Design random_block_loader, sky130hd; sources not shown.
**Routed metal per tile**

The die is cut into 22 by 22 equal tiles; dark blue is low, red is high, scaled to the fullest tile. Values are wire area over tile area, all layers added.
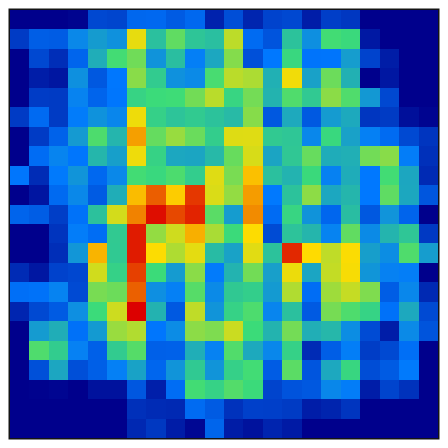
nearly empty tiles = 13%
mean over tiles = 0.15
fullest tile = 0.45
tiles over half the peak = 23%
vias: 3122
final WL: 11610 um
drt wl/cell: 20.87 um
Total GRT Usage: 0.1935

**Where the registers sit**

Bar = 20 um. Other sequential cells in the stronger gray, the rest of the logic in the fainter gray.
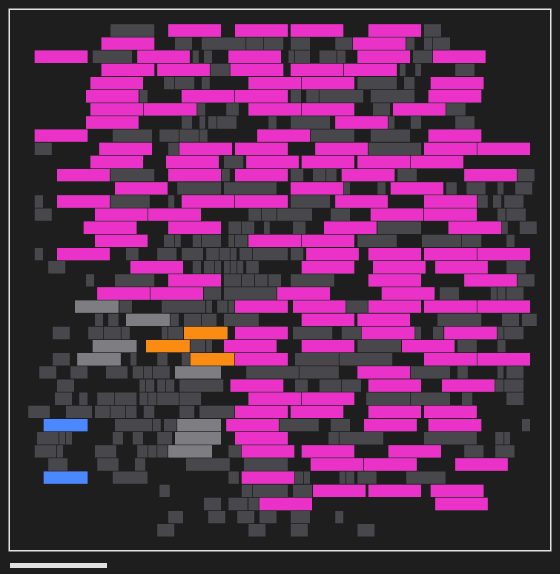
state_q -> blue  # sequential cells 2
buffer_q -> magenta  # sequential cells 128, where widely spread
wr_ptr_q -> orange  # sequential cells 3
not colored = 8
Sequential Area: 4172 sq um
Util after Layout: 0.6343
sequential portion of the cell area: 0.5784
Seq. pwr: 0.00243 W

==> flow_metrics.env <==
# implementation run metrics
export IMPL_grt_overflow_total=0
export IMPL_hpwl_um=6920
export IMPL_crit_path_start_kind="flop"
export IMPL_largest_reg_flops=128
export IMPL_mux_share=0.1321
export IMPL_grt_max_degree=29
export IMPL_tool_warnings=48
export IMPL_finalCriticalPeriod_ns=3.067
export IMPL_topCombFamilyByArea="multiplexers"
export IMPL_power_total_w=0.006626
export IMPL_yosys_cells=330
export IMPL_status="finished, final reports clean"
export IMPL_placedCellCount=520
export IMPL_rsz0062_at_grt="true"
export IMPL_yosys_area_sq_um=5797
export IMPL_edf_count=128
export IMPL_hold_viol_final=0
export IMPL_drc_errors=0
export IMPL_worst_r2r_path_depth=7
export IMPL_synthToLayoutAreaGrowth_pct=24.41
export IMPL_clk_pin_slew_ns=0.06
export IMPL_final_cell_mix="edfxtp_1 (128), mux2_2 (32), clkdlybuf4s50_1 (26)"
export IMPL_clock_fmax_mhz=326.0
export IMPL_io_pins=60
export IMPL_cts_path_max_buffers=2
export IMPL_worstPathRequired_ns=2.13
export IMPL_xor_share=0.004533
export IMPL_whs_path_depth=1
export IMPL_instances_no_fill=556
export IMPL_syn_inst=330
export IMPL_routabilityCongestion=0.7385
export IMPL_path_class="reg2out"
export IMPL_port_buffer_count=43
export IMPL_fin_crit_sh=0.9831
export IMPL_tightestPinTransition_ns=0.7222
export IMPL_yosys_most_used_dff="edfxtp_1"
export IMPL_simple_gate_area_frac=0.04727
export IMPL_cp_max_fo=4
export IMPL_lay_top_count="edfxtp_1"
export IMPL_aoi_share=0.05029
export IMPL_ys_seq_frac=0.7192
export IMPL_coreArea_sq_um=11370
export IMPL_initCoreUtil=0.5098
export IMPL_grt_pass1_wl_um=17840
export IMPL_r2r_slack_ns=1.13
export IMPL_htree_levels=4
export IMPL_syn_area_sq_um=5797
export IMPL_setup_violations_final=0
export IMPL_cp_end_kind="output pin"
export IMPL_clock_sinks=141
export IMPL_avgSynthCellArea_sq_um=17.57
export IMPL_cts_root_buf="clkbuf_16"
export IMPL_die_h_um=111.7
export IMPL_ys_types=35
export IMPL_tritoncts="yes"
export IMPL_p_leak_nw=2.487
export IMPL_p_per_area_nw_per_um2=918.8
export IMPL_synth_nets=377
export IMPL_crit_arrival_ns=2.08
export IMPL_ys_ff=141
export IMPL_grt_pass1_vias=3293
export IMPL_die_area_sq_um=12470
export IMPL_drv_slew=0
export IMPL_ant_nets=0
export IMPL_numCtsBuffers=17
export IMPL_rows=39
export IMPL_grt_antenna_before_repair=0
export IMPL_layout_drive_gt1_share=0.2930
export IMPL_fillCellCount=819
export IMPL_viasPerCell=5.615
export IMPL_clk_latency_ns=0.41
export IMPL_synth_adder_area_share=0.02374
export IMPL_hold_ws_ns=0.4552
export IMPL_first_pass_iters=5
export IMPL_tns_ns=0
export IMPL_design_final_nets=448
export IMPL_ys_warnings_count=0
export IMPL_drt_iter0_markers=250
export IMPL_die_w_um=111.7
export IMPL_relSlewSlack=0.5168
export IMPL_cap_violations=0
export IMPL_antenna_cells=0
export IMPL_async_reset_ff_frac=0.09220
export IMPL_irDropWorstVdd_v=0.0004851
export IMPL_hp_class="reg2reg"
## critical path, cell delays in order (launching register included)
cell	delay, ns
dfrtp_2	0.44
buf_6	0.15
buf_4	0.14
mux4_2	0.50
o22ai_1	0.18
nor2_1	0.08
buf_2	0.17
## where the power goes
| group | switching (W) | total, W | internal (W) |
|---|---|---|---|
| clock network | 0.000734 | 0.00222 | 0.00149 |
| logic | 0.00102 | 0.00198 | 0.000963 |
| registers | 0.000129 | 0.00243 | 0.00230 |
## cells in the mapped netlist (2+ instances only)
library cell / number / area [sq um]
nand2_1: 4 / 15.01
mux4_2: 15 / 337.8
mux2_2: 32 / 360.4
xnor2_1: 2 / 17.52
a21oi_1: 5 / 25.02
and2_1: 4 / 25.02
buf_6: 6 / 67.56
mux2i_1: 3 / 30.03
nor3_1: 2 / 10.01
inv_1: 4 / 15.01
clkbuf_1: 6 / 22.52
nor2b_1: 5 / 31.28
buf_2: 4 / 20.02
ha_1: 11 / 137.6
o21ai_0: 23 / 115.1
a32oi_1: 2 / 17.52
dfrtp_1: 13 / 325.3
nand2b_1: 7 / 43.79
o22ai_1: 16 / 100.1
edfxtp_1: 128 / 3844
nor2_1: 23 / 86.33
nand3_1: 2 / 10.01
## stage by stage
step	util	instance area (sq um)	worst slack, ns
floorplan	-	5797	0.7509
global placement	0.5746	6533	0.2071
detailed placement	0.5746	6533	0.1656
finish	0.6343	7212	0.05267
CTS	0.6333	7201	0.001468
global route	0.6343	7212	-0.01107
## cell type report
type	instances	area [sq um]	share of cell area
clock buffers	18	429.2	0.05951
clock inverters	13	221.5	0.03071
inverters	4	15.01	0.002082
multi-input cells	168	1516	0.2103
flip-flops and latches	141	4172	0.5784
well taps	143	178.9	0.02481
repair buffers	69	679.4	0.09421
## layer usage
metal / part of all wire / GRT usage / vias up
met5: 0 / 0 / -
met4: 0.024 / 0.08313 / 0
met1: 0.42 / 0.2448 / 1590
met3: 0.038 / 0.04409 / 22
li1: - / - / 1434
met2: 0.52 / 0.3232 / 76
## timing repair
action | CTS | global route
setup buffers | 3 | 1
gates cloned | 0 | 1
gates resized | 32 | 22
setup endpoints to repair | 17 | 15
hold buffers | 0 | 0
## kinds of logic (layout without fill, tap and decap cells)
kind of cell	count (synthesis)	after routing
AND/OR/NAND/NOR	52	52
adder cells (fa/ha/maj)	11	11
flip-flops	141	141
AND-OR/OR-AND	50	50
buffers and inverters	21	104
multiplexers	52	52
XOR/XNOR	3	3
Power is estimated from default activity; no workload was simulated.
